<file path="config.mk">
export PLATFORM = sky130hd
export DESIGN_NAME = calc_seq
export DESIGN_NICKNAME = d
export VERILOG_FILES = /design/src/rtl/calc_seq.sv
export SDC_FILE = /design/constraint.sdc
export NUM_CORES = 1
export LEC_CHECK = 0
export CORE_MARGIN = 2
export CORE_UTILIZATION = 45
export CTS_CLUSTER_SIZE = 24
export DETAILED_ROUTE_END_ITERATION = 6
export SYNTH_ARGS = -nofsm -noshare
export SYNTH_HDL_FRONTEND = slang
export SYNTH_SLANG_ARGS = --single-unit
</file>
<file path="constraint.sdc">
create_clock -name clock -period 35.9 [get_ports clock]
set_input_delay 10.77 -clock clock [delete_from_list [all_inputs] [get_ports clock]]
set_output_delay 10.77 -clock clock [all_outputs]
set_load 0.02 [all_outputs]
</file>
<file path="src/rtl/calc_seq.sv">
// calc_seq: serial-display calculator with NDIG-digit decimal operands.
// Commands arrive over a cmd_valid handshake that is honoured only while
// status reports ready. Add/sub/mul (and optionally div) run for exactly W
// cycles, then the result is scanned out one BCD digit per cycle.
// Optional feature: define CALC_DIV_EN to enable the divide operator (cmd 1101)
// and build the restoring divider; without it, 1101 traps to the error state.
// The reset input is asynchronous and active-low; its release is synchronised
// internally, so the block accepts commands two clocks after release.
module calc_seq #(
    parameter int NDIG = 8,
    parameter int W    = 27,
    parameter int PW   = $clog2(NDIG + 1)
) (
    input  logic          clock,
    input  logic          reset,
    input  logic          cmd_valid,
    input  logic [3:0]    cmd,
    output logic [1:0]    status,
    output logic [3:0]    data,
    output logic [PW-1:0] pos,
    output logic [W-1:0]  digits
);

    localparam longint          MAXV_L    = (longint'(10) ** NDIG) - 1;
    localparam logic [W-1:0]    MAXV      = W'(MAXV_L);
    localparam int              XW        = W + 4;
    localparam int              CW        = $clog2(W);
    localparam logic [PW-1:0]   POS_IDLE  = '1;
    localparam logic [PW-1:0]   SCAN_LAST = PW'(NDIG - 1);
    localparam logic [CW-1:0]   CALC_LAST = CW'(W - 1);

    localparam logic [1:0] ST_ERR   = 2'b00;
    localparam logic [1:0] ST_BUSY  = 2'b01;
    localparam logic [1:0] ST_READY = 2'b10;

    // Operator encoding is simply the low two bits of the operator command.
    localparam logic [1:0] OP_MUL = 2'b00;
    localparam logic [1:0] OP_ADD = 2'b10;
    localparam logic [1:0] OP_SUB = 2'b11;

    localparam logic [3:0] CMD_DIV = 4'd13;
    localparam logic [3:0] CMD_EQ  = 4'd14;
    localparam logic [3:0] CMD_BS  = 4'd15;

    typedef enum logic [2:0] {
        ST_ENTRY_A,
        ST_ENTRY_B,
        ST_CALC,
        ST_SCAN,
        ST_ERROR
    } state_t;

    logic [1:0]     rst_sync_q, rst_sync_d;
    logic           rst_n_int;

    state_t         state_q, state_d;
    logic           ret_b_q, ret_b_d;
    logic [W-1:0]   digits_q, digits_d;
    logic [W-1:0]   rega_q, rega_d;
    logic [W-1:0]   regb_q, regb_d;
    logic [1:0]     op_q, op_d;
    logic [W-1:0]   scan_q, scan_d;
    logic [PW-1:0]  scan_cnt_q, scan_cnt_d;
    logic           err_hold_q, err_hold_d;
    logic [CW-1:0]  calc_cnt_q, calc_cnt_d;
    logic [2*W-1:0] acc_q, acc_d;
    logic [2*W-1:0] mca_q, mca_d;
    logic [W-1:0]   mpl_q, mpl_d;
`ifdef CALC_DIV_EN
    localparam logic [1:0] OP_DIV = 2'b01;
    logic           divz_q, divz_d;
    logic [W-1:0]   rem_q, rem_d;
    logic [W-1:0]   quo_q, quo_d;
    logic [W:0]     rem_shift;
    logic [W-1:0]   rem_step, quo_step;
`endif

    logic           in_entry, accept;
    logic           is_digit, is_op, is_eq, is_bs, op_ok;
    logic [XW-1:0]  digit_ext;
    logic [W-1:0]   digit_val, bs_val, scan_div10;
    logic [W:0]     sum_ext;
    logic [2*W-1:0] acc_step;
    logic [W-1:0]   calc_res;
    logic           calc_err, calc_last, scan_last;

    // Command decode; only entry states present ready, so only they accept.
    assign in_entry  = (state_q == ST_ENTRY_A) || (state_q == ST_ENTRY_B);
    assign accept    = cmd_valid && in_entry;
    assign is_digit  = (cmd < 4'd10);
    assign is_op     = (cmd >= 4'd10) && (cmd <= CMD_DIV);
    assign is_eq     = (cmd == CMD_EQ);
    assign is_bs     = (cmd == CMD_BS);
`ifdef CALC_DIV_EN
    assign op_ok     = is_op;
`else
    assign op_ok     = is_op && (cmd != CMD_DIV);
`endif

    // Digit append saturates by refusing the digit rather than clipping.
    assign digit_ext  = {4'b0000, digits_q} * XW'(10) + XW'(cmd);
    assign digit_val  = (digit_ext <= XW'(MAXV)) ? digit_ext[W-1:0] : digits_q;
    assign bs_val     = digits_q / W'(10);
    assign scan_div10 = scan_q / W'(10);
    assign sum_ext    = {1'b0, rega_q} + {1'b0, regb_q};
    assign acc_step   = mpl_q[0] ? (acc_q + mca_q) : acc_q;
    assign calc_last  = (calc_cnt_q == CALC_LAST);
    assign scan_last  = (scan_cnt_q == SCAN_LAST);

    // One iteration of each datapath plus the final result/overflow check.
    always_comb begin
        calc_res = '0;
        calc_err = 1'b0;
`ifdef CALC_DIV_EN
        rem_shift = {rem_q, quo_q[W-1]};
        if (rem_shift >= {1'b0, regb_q}) begin
            rem_step = W'(rem_shift - {1'b0, regb_q});
            quo_step = {quo_q[W-2:0], 1'b1};
        end else begin
            rem_step = rem_shift[W-1:0];
            quo_step = {quo_q[W-2:0], 1'b0};
        end
`endif
        case (op_q)
            OP_ADD: begin
                calc_res = sum_ext[W-1:0];
                calc_err = (sum_ext > {1'b0, MAXV});
            end
            OP_SUB: begin
                calc_res = rega_q - regb_q;
                calc_err = (regb_q > rega_q);
            end
            OP_MUL: begin
                calc_res = acc_step[W-1:0];
                calc_err = (acc_step > {{W{1'b0}}, MAXV});
            end
            default: begin
`ifdef CALC_DIV_EN
                if (op_q == OP_DIV) begin
                    calc_res = quo_step;
                    calc_err = divz_q;
                end
`else
                calc_err = 1'b1;
`endif
            end
        endcase
    end

    // Next-state logic.
    always_comb begin
        state_d = state_q;
        case (state_q)
            ST_ENTRY_A: if (accept) begin
                if (is_digit || is_bs) state_d = ST_SCAN;
                else if (is_op)        state_d = op_ok ? ST_SCAN : ST_ERROR;
            end
            ST_ENTRY_B: if (accept) begin
                if (is_digit || is_bs) state_d = ST_SCAN;
                else if (is_op)        state_d = ST_ERROR;
                else if (is_eq)        state_d = ST_CALC;
            end
            ST_CALC:  if (calc_last) state_d = calc_err ? ST_ERROR : ST_SCAN;
            ST_SCAN:  if (scan_last) state_d = ret_b_q ? ST_ENTRY_B : ST_ENTRY_A;
            ST_ERROR: state_d = ST_ERROR;
            default:  state_d = ST_ENTRY_A;
        endcase
    end

    // Datapath updates: entry edits, operand capture, iteration and scan shift.
    always_comb begin
        rst_sync_d = {rst_sync_q[0], 1'b1};
        ret_b_d    = ret_b_q;
        digits_d   = digits_q;
        rega_d     = rega_q;
        regb_d     = regb_q;
        op_d       = op_q;
        scan_d     = scan_q;
        scan_cnt_d = scan_cnt_q;
        err_hold_d = err_hold_q;
        calc_cnt_d = calc_cnt_q;
        acc_d      = acc_q;
        mca_d      = mca_q;
        mpl_d      = mpl_q;
`ifdef CALC_DIV_EN
        divz_d     = divz_q;
        rem_d      = rem_q;
        quo_d      = quo_q;
`endif
        case (state_q)
            ST_ENTRY_A, ST_ENTRY_B: if (accept) begin
                scan_cnt_d = '0;
                if (is_digit) begin
                    digits_d = digit_val;
                    scan_d   = digit_val;
                end else if (is_bs) begin
                    digits_d = bs_val;
                    scan_d   = bs_val;
                end else if (is_op) begin
                    // Both a valid first operator and an error clear the display.
                    digits_d   = '0;
                    scan_d     = '0;
                    err_hold_d = 1'b0;
                    if ((state_q == ST_ENTRY_A) && op_ok) begin
                        rega_d  = digits_q;
                        op_d    = cmd[1:0];
                        ret_b_d = 1'b1;
                    end
                end else if (is_eq && (state_q == ST_ENTRY_B)) begin
                    regb_d     = digits_q;
                    calc_cnt_d = '0;
                    acc_d      = '0;
                    mca_d      = {{W{1'b0}}, rega_q};
                    mpl_d      = digits_q;
`ifdef CALC_DIV_EN
                    divz_d     = (digits_q == '0);
                    rem_d      = '0;
                    quo_d      = rega_q;
`endif
                end
            end
            ST_CALC: begin
                calc_cnt_d = calc_cnt_q + 1'b1;
                acc_d      = acc_step;
                mca_d      = {mca_q[2*W-2:0], 1'b0};
                mpl_d      = {1'b0, mpl_q[W-1:1]};
`ifdef CALC_DIV_EN
                rem_d      = rem_step;
                quo_d      = quo_step;
`endif
                if (calc_last) begin
                    scan_cnt_d = '0;
                    ret_b_d    = 1'b0;
                    err_hold_d = 1'b0;
                    digits_d   = calc_err ? '0 : calc_res;
                    scan_d     = calc_err ? '0 : calc_res;
                end
            end
            ST_SCAN: begin
                scan_d     = scan_div10;
                scan_cnt_d = scan_cnt_q + 1'b1;
            end
            ST_ERROR: if (!err_hold_q) begin
                scan_d     = scan_div10;
                scan_cnt_d = scan_cnt_q + 1'b1;
                if (scan_last) err_hold_d = 1'b1;
            end
            default: ;
        endcase
    end

    // Output decode straight from state so reset takes effect immediately.
    always_comb begin
        status = ST_READY;
        pos    = POS_IDLE;
        data   = 4'd0;
        case (state_q)
            ST_CALC: status = ST_BUSY;
            ST_SCAN: begin
                status = ST_BUSY;
                pos    = scan_cnt_q;
                data   = 4'(scan_q % W'(10));
            end
            ST_ERROR: begin
                status = ST_ERR;
                if (!err_hold_q) begin
                    pos  = scan_cnt_q;
                    data = 4'(scan_q % W'(10));
                end
            end
            default: ;
        endcase
    end

    assign digits    = digits_q;
    assign rst_n_int = rst_sync_q[1];

    // Reset release synchroniser: asserts asynchronously, releases after two clocks.
    always_ff @(posedge clock or negedge reset) begin
        if (!reset) rst_sync_q <= 2'b00;
        else        rst_sync_q <= rst_sync_d;
    end

    // State register.
    always_ff @(posedge clock or negedge rst_n_int) begin
        if (!rst_n_int) state_q <= ST_ENTRY_A;
        else            state_q <= state_d;
    end

    // Datapath registers.
    always_ff @(posedge clock or negedge rst_n_int) begin
        if (!rst_n_int) begin
            ret_b_q    <= 1'b0;
            digits_q   <= '0;
            rega_q     <= '0;
            regb_q     <= '0;
            op_q       <= '0;
            scan_q     <= '0;
            scan_cnt_q <= '0;
            err_hold_q <= 1'b0;
            calc_cnt_q <= '0;
            acc_q      <= '0;
            mca_q      <= '0;
            mpl_q      <= '0;
`ifdef CALC_DIV_EN
            divz_q     <= 1'b0;
            rem_q      <= '0;
            quo_q      <= '0;
`endif
        end else begin
            ret_b_q    <= ret_b_d;
            digits_q   <= digits_d;
            rega_q     <= rega_d;
            regb_q     <= regb_d;
            op_q       <= op_d;
            scan_q     <= scan_d;
            scan_cnt_q <= scan_cnt_d;
            err_hold_q <= err_hold_d;
            calc_cnt_q <= calc_cnt_d;
            acc_q      <= acc_d;
            mca_q      <= mca_d;
            mpl_q      <= mpl_d;
`ifdef CALC_DIV_EN
            divz_q     <= divz_d;
            rem_q      <= rem_d;
            quo_q      <= quo_d;
`endif
        end
    end

endmodule

</file>
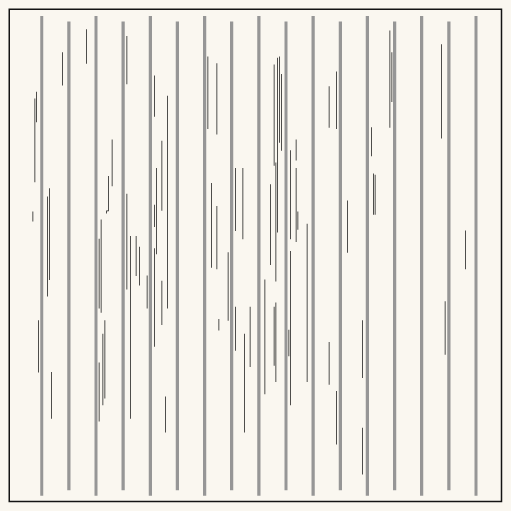
Figure 1: run 1, metal 4.
Drawn at 2 px/um. Supply wires on this layer in gray.
main direction: vertical
share of all routed wire: 2.9%
longest straight run: 106 um
aggregate routed wire length: 85700 um
vias post-DR: 25600

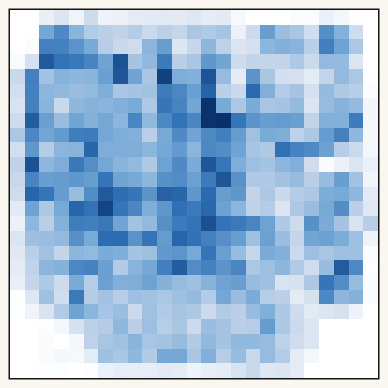
Figure 2: run 1, routed metal per tile.
Drawn at 1.5 px/um. 25 x 25 tiles, from white (low) to dark blue (high), scaled to the fullest tile. Values are wire area over tile area, all layers added.
densest ninth of the die: middle
mean over tiles: 0.23
tiles over half the peak: 30%
fullest tile: 0.60
nearly empty tiles: 8.2%
global router's overall resource usage: 27.8%
wire per inst: 21.4 um

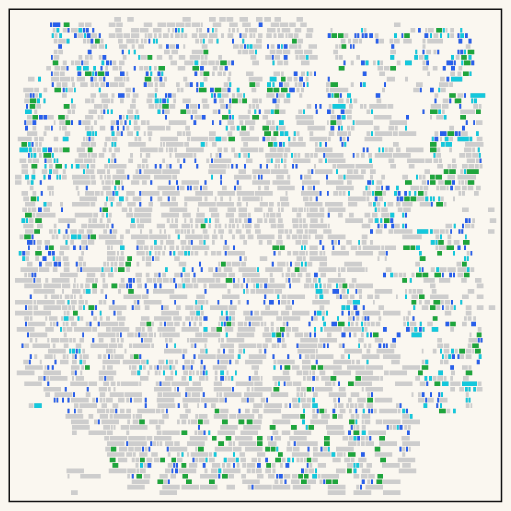
Figure 3: run 1, selected gate families.
Drawn at 2 px/um.
| family | color | cells | most used | where |
|---|---|---|---|---|
| NAND gates | blue | 548 | nand2_1 | spread over the die |
| NOR gates | cyan | 382 | nor2_1 | spread over the die |
| AND-OR and OR-AND gates | green | 208 | a22o_1 | spread over the die |
combinational fraction of the cell area: 64.4%
number of cells in the finished layout apart from fillers: 4006

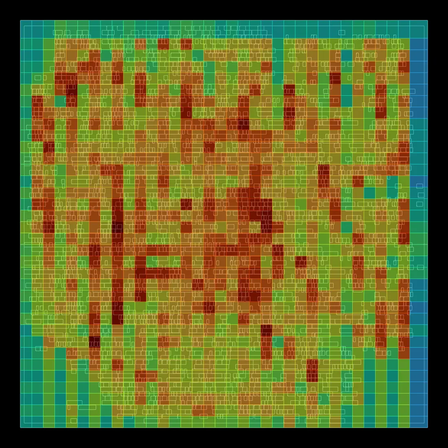
Figure 4: run 1, congestion heat map.
most congested layer reported by global routing: met2
M1 GR Usage: 39.9%
GR Layer Usage met2: 43.8%

==> metrics.cfg, run 1 <==
[synthesis]
synthFlopType=dfrtp_1
count_of_library_flops_with_an_enable_pin=0
async_flop_share_pct=100
simple_gate_area_share_pct=19.1
post_synth_mux_area_share_pct=4.07
synth-area-yosys_sq_um=26200
synth_cell_types=134
topCellsByArea=dfrtp_1 25%, ha_1 7.8%, nand2_1 5.6%, o21ai_0 4.8%, a21oi_1 4.4%
synth.top_cell.area_share_pct=24.9
post_synth_fa_ha_maj_area_fraction_pct=8.56
syn_area_sq_um=26200
syn-instance-count=3324
xor_share_pct=5.24
largest_area_cell=dfrtp_1
yosys_aoi_share_pct=32.0
yosys_cells=3324
synth.avg_cell_area_sq_um=7.89
ys_top_logic_family=AND-OR/OR-AND gates
ys.flops=261
number_of_nets_at_floorplan=3500
ys_seq_share_pct=24.9
ys_warn_count=0

[worst_setup_path]
cp.arrival_ps=14110
critPathLaunchType=flop
critical-path-max-stage-delay_ps=950
cp_dominant_cell_by_count=a21oi_1
worst_setup_path_end_kind=output port
critical-path-slowest-cell=o31ai_2
critPathMaxFanout=23
reg2reg_setup_slack_ps=22900
rr_worst_depth=39
crit_required_ps=25130
worst_setup_path_category=flop to output port

[global_route]
grt_use_met3_pct=2.86
maximum_number_of_pins_on_one_net_before_global_route_repair=147
grt_antenna_before_repair=1
global_route_wire_length_before_repair_um=135000
grt_overflow_total=0
grt_pass1_vias=24000

[finish]
clockBufferCount=49
multiInputCombCellCount=2672
most-common-layout-cells=391 x nand2_1, 259 x dfrtp_1, 252 x o21ai_0, 228 x nor2_1, 228 x a21oi_1
logic_area_sq_um=18100
buffer_area_share_pct=2.75
sh_seq_area_pct=23.3
layout_nets=3395
largest_class=combinational gates
filler_cell_count=5671
fin_area_sq_um=28100
finalCoreUtilization_pct=48.7
number_of_non_clock_inverters_in_the_layout=163
signal_buffers=87
final-clk-cell-share_pct=3.98
layout.cells.most_common=nand2_1
seq_cell_count=261
area_of_all_sequential_standard_cells_sq_um=6540
drive_above_1_share_pct=6.66
syn_to_final_growth_pct=7.20
n_antenna_cell=0

[cts]
cts_num_sinks=261
cts-root-buf=clkbuf_16
cts.hold.buffers_added=0
clk_latency_ps=550
post_cts_resize_count=0
cts_setup_buffers=0
htree_levels=2
clkTransAtPathRegs_ps=60
cts-buffers-inserted=34
clk_path_buf_depth=3
cts_tree=done

[place]
post-place-cells=3948
io_buffer_count=43
placement.cell_area_sq_um=27000
preCtsSetupSlack_ps=11660
globalplace.congestion=0.926
dp_hpwl_um=61400

[flow_run]
max_cap_violations=0
stage_log_warnings=56

[floorplan]
core_rows=88
chip_area_sq_um=60200
floorplanUtilization_pct=45.4
fp.coreArea_sq_um=57700
die_y_um=245
tapcells_inserted=765
i_o_pin_count=44
die_width_um=245

[timing]
fin_worst_setup_slack_ps=11020
holdWs_ps=326
finalMaxSlewViolations=0
tns_ps=0
setup_viol=0
finalHoldViolations=0
final_period_minus_worst_setup_slack_ps=24880
timing.slew.headroom_pct=23.6
worst_max_slew_pin_slew_ps=1140
rsz0062_at_grt=false
finalClockPeriodUsage_pct=69.3
achievable-frequency_ghz=0.0402
timing.clock.skew_ps=20.2

[drt]
met2WireLength_um=38300
viasPerCell=6.38
met3_wire_length_um=5230
top_layer_used=met4
route.detailed.drc=0
drt-initial-drc-count=2086
detailedRoute.firstPassIterationCount=6
drt-met1-wl_um=39700
ant_nets=0

[hold_path]
holdCritPathClass=flop to async pin

[status]
status=finished, final reports clean

## run 1: synth_stat cells, types with 27 or more instances
cell and count:
nand2b_1 32, inv_1 154, o211ai_1 27, a22o_1 43
clkbuf_1 157, nand3_1 86, a21oi_1 229, nor2_1 231
nand4_1 29, o21ai_0 252, a211oi_1 39, nand2_1 391
dfrtp_1 261, a22oi_1 79, o21bai_1 44, xor2_1 31
o22ai_1 39, a31oi_1 55, ha_1 164, xnor2_1 124
mux2i_1 85, buf_2 42, a21o_1 38, nor3_1 82
## run 1: kinds of logic (layout without fill, tap and decap cells)
| kind of cell | Yosys count | in the layout |
|---|---|---|
| other | 1 | 1 |
| AOI/OAI and AO/OA | 1189 | 1189 |
| DFF | 261 | 261 |
| xor gates and xnor gates | 156 | 156 |
| buffers and inverters | 391 | 308 |
| adders and majority gates | 178 | 178 |
| and+or+nand+nor | 1045 | 1045 |
| muxes | 103 | 103 |
## run 1: worst paths after layout
kind / startpoint / end
max in group asynchronous: reset / rst_sync_q[1]
worst max register to register: scan_q[22] / scan_q[0]
worst min register to register: rst_sync_q[1] / mca_q[46]
worst max-delay path: scan_q[22] / data[1]
worst min-delay path: rst_sync_q[1] / mca_q[46]
min in group clock: rst_sync_q[0] / rst_sync_q[1]
## run 1: registers in the layout (all words and copies together) (netlist names), 3 cells and up
signal / flops
mca_q: 54
calc_cnt_q: 5
acc_q: 54
scan_q: 27
regb_q: 27
mpl_q: 27
scan_cnt_q: 4
digits: 27
state_q: 3
rega_q: 27
## run 1: worst max-delay path, delay by kind of cell, from the launching register on
family          cells  cell delay (ps)
flops               1              870
fa+ha+maj           1              240
buf+inv             3              890
xor+xnor            1              200
compound gates     21             6760
simple gates       12             4160
mux                 2              390
Figure 5. A small window of the routed layout (run 1).
Window x 108 to 138, y 59 to 89 um. Cells in gray, sequential cells in the stronger gray; small squares are vias.
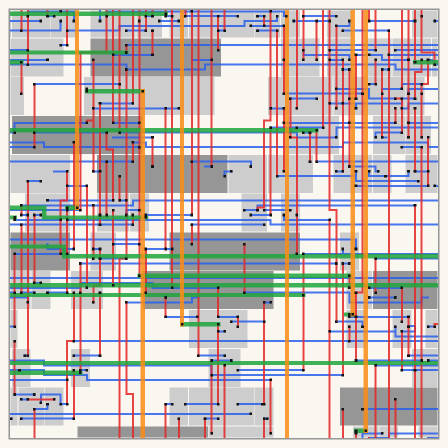

--- run 2 (diff from run 1) ---
clock period = 21.2 ns   (was 35.9 ns; I/O delays follow)
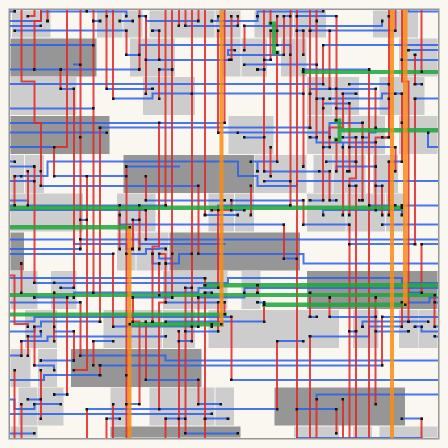
Figure 6: run 2, a small window of the routed layout.
Window x 108 to 138, y 59 to 89 um. Cells in gray, sequential cells in the stronger gray; small squares are vias.
| layer | color |
|---|---|
| met4 | orange |
| met2 | red |
| met3 | green |
| met1 | blue |
sequential cells in the window: 7
netlist names of flops here include: `acc_q` (4), `digits` (2)
cells with their middle in the window: 57
most frequent: nand2_1 (7), dfrtp_1 (7)

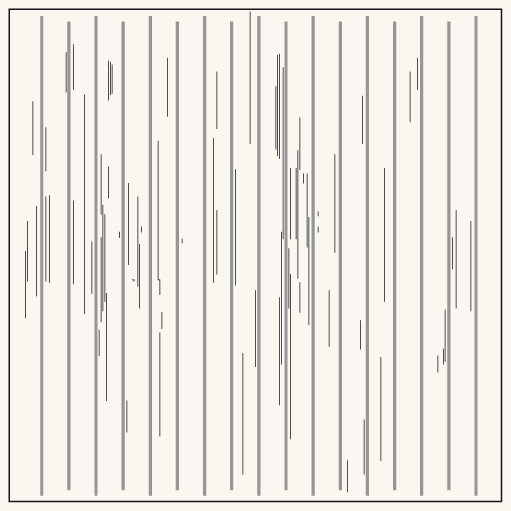
Figure 7: run 2, metal 4.
Drawn at 2 px/um. Supply wires on this layer in gray.
share of all routed wire: 3.1%
longest straight run: 110 um
wire length on this layer: 2620 um
main direction: vertical
aggregate routed wire length: 84500 um
vias post-DR: 25300

==> run 2 against run 1 <==
Compared with the run above: cell count decreased by 0.27%; via count decreased by 1.0%; sequential share of layout area increased by 0.055 points; flip-flop count unchanged; non-clock buffer count decreased by 11; worst setup slack got worse by 9900 ps; area after synthesis unchanged; critical endpoint is now data[2]; largest cell class unchanged.
==> metrics.cfg, run 2 <==
[status]
status=finished, final reports clean  ; unchanged

[global_route]
grt_overflow_total=0  ; unchanged
grt_pass1_vias=23800  ; was 24000
global_route_wire_length_before_repair_um=133000  ; was 135000 um
grt.total_usage_pct=27.3  ; was 27.8%
grt.busiest_layer=met2  ; unchanged
grt_use_met3_pct=4.67  ; was 2.86%
grt.met1_usage_pct=38.4  ; was 39.9%
groute.layer.met2.usage_pct=42.5  ; was 43.8%
maximum_number_of_pins_on_one_net_before_global_route_repair=172  ; was 147
grt_antenna_before_repair=6  ; was 1

[synthesis]
ys_seq_share_pct=24.9  ; unchanged
number_of_nets_at_floorplan=3500  ; unchanged
largest_area_cell=dfrtp_1  ; unchanged
synth.top_cell.area_share_pct=24.9  ; unchanged
syn_area_sq_um=26200  ; unchanged
async_flop_share_pct=100  ; unchanged
synth_cell_types=134  ; unchanged
syn-instance-count=3324  ; unchanged
count_of_library_flops_with_an_enable_pin=0  ; unchanged
yosys_cells=3324  ; unchanged
ys_warn_count=0  ; unchanged
synthFlopType=dfrtp_1  ; unchanged
synth-area-yosys_sq_um=26200  ; unchanged
synth.avg_cell_area_sq_um=7.89  ; unchanged
synth_top_cell_by_count=nand2_1  ; unchanged

[worst_setup_path]
critical-path-max-stage-delay_ps=710  ; was 950 ps
crit_required_ps=14840  ; was 25130 ps
reg2reg_setup_slack_ps=8650  ; was 22900 ps
cp.arrival_ps=13750  ; was 14110 ps
rr_worst_depth=39  ; unchanged
worst_setup_path_end_kind=output port  ; unchanged
worstReg2RegStart=scan_q[25]  ; was scan_q[22]
worst_setup_path_category=flop to output port  ; unchanged
cp_dominant_cell_by_count=nor2_1  ; was a21oi_1
reg2reg_to=scan_q[0]  ; unchanged
critical-path-slowest-cell=clkdlybuf4s50_1  ; was o31ai_2
critPathLaunchType=flop  ; unchanged

[place]
io_buffer_count=43  ; unchanged
post-place-cells=3937  ; was 3948
preCtsSetupSlack_ps=1330  ; was 11660 ps
globalplace.congestion=0.907  ; was 0.926
dp_hpwl_um=60400  ; was 61400 um
placement.cell_area_sq_um=26900  ; was 27000 sq um

[timing]
timing.clock.skew_ps=29.9  ; was 20.2 ps
finalClockPeriodUsage_pct=94.9
achievable-frequency_ghz=0.0497
fin_worst_setup_slack_ps=1090  ; was 11020 ps
final_period_minus_worst_setup_slack_ps=20110
holdWs_ps=291  ; was 326 ps
finalHoldViolations=0  ; unchanged
tns_ps=0  ; unchanged
timing.slew.headroom_pct=24.2  ; was 23.6%
worst_max_slew_pin_slew_ps=1130  ; was 1140 ps
finalMaxSlewViolations=0  ; unchanged

[drt]
detailedRoute.firstPassIterationCount=5  ; was 6
viasPerCell=6.34  ; was 6.38
top_layer_used=met5  ; was met4
wire_per_inst_um=21.1  ; was 21.4 um
met3_wire_length_um=4990  ; was 5230 um
route.detailed.drc=0  ; unchanged
met2WireLength_um=37400  ; was 38300 um
drt-initial-drc-count=2235  ; was 2086

[cts]
cts_tree=done  ; unchanged
cts-buffers-inserted=31  ; was 34
clk_path_buf_depth=3  ; unchanged
cts_num_sinks=261  ; unchanged
clk_latency_ps=610  ; was 550 ps
clkTransAtPathRegs_ps=60  ; about the same
cts-root-buf=clkbuf_16  ; unchanged
htree_levels=1  ; was 2

[floorplan]
core_rows=88  ; unchanged
chip_area_sq_um=60200  ; unchanged
die_width_um=245  ; unchanged
i_o_pin_count=44  ; unchanged
fp.coreArea_sq_um=57700  ; unchanged
floorplanUtilization_pct=45.4  ; unchanged
die_y_um=245  ; unchanged

[finish]
drive_above_1_share_pct=6.57  ; was 6.66%
layout_nets=3381  ; was 3395
syn_to_final_growth_pct=6.96  ; was 7.20%
fin_area_sq_um=28000  ; was 28100 sq um
reg_top3=acc_q x54, mca_q x54  ; unchanged
layout.cells.most_common=nand2_1  ; unchanged
finalCoreUtilization_pct=48.6  ; was 48.7%

[hold_path]
holdCritPathClass=flop to async pin  ; unchanged

[flow_run]
max_cap_violations=0  ; unchanged

## run 2: area by class of cell
type	count	area (sq um)
flip-flops and latches	261	6540
multi-input cells	2672	18100
diodes	1	2.50
inverters	163	612
clock inverters	18	256
fillers	5762	29700
well taps	765	957
clock buffers	39	866
repair buffers	76	691
## run 2: worst max-delay path, delay by kind of cell (launching register included)
kind                     cells  cell delay, ps
flip-flops                   1             590
AND/OR/NAND/NOR             14            5320
buffers and inverters        3             950
AND-OR/OR-AND               20            5810
adder cells (fa/ha/maj)      1             250
XOR/XNOR                     1             190
## run 2: how the worst max path moves through the flow
stage	startpoint	to	slack [ps]
after floorplan	scan_q[26]	data[2]	4420
after global placement	scan_q[22]	data[1]	1500
after detailed placement	scan_q[22]	data[2]	1330
after CTS	scan_q[22]	data[2]	660
after global routing	scan_q[21]	data[2]	50
final	scan_q[25]	data[2]	1090
## run 2: cells by family (layout without fill, tap and decap cells)
group / count (synthesis) / in the layout / share of synthesized area [%]
compound gates: 1189 / 1189 / 32.0
xor+xnor: 156 / 156 / 5.24
fa+ha+maj: 178 / 178 / 8.56
buf+inv: 391 / 296 / 6.16
flops: 261 / 261 / 24.9
mux: 103 / 103 / 4.07
other cells: 1 / 2 / 0.0143
simple gates: 1045 / 1045 / 19.1
## run 2: timing repair
action,in CTS,in global routing
hold buffers,0,0
endpoints found under the setup margin,0,2
gates resized,0,3
hold endpoints to repair,0,0
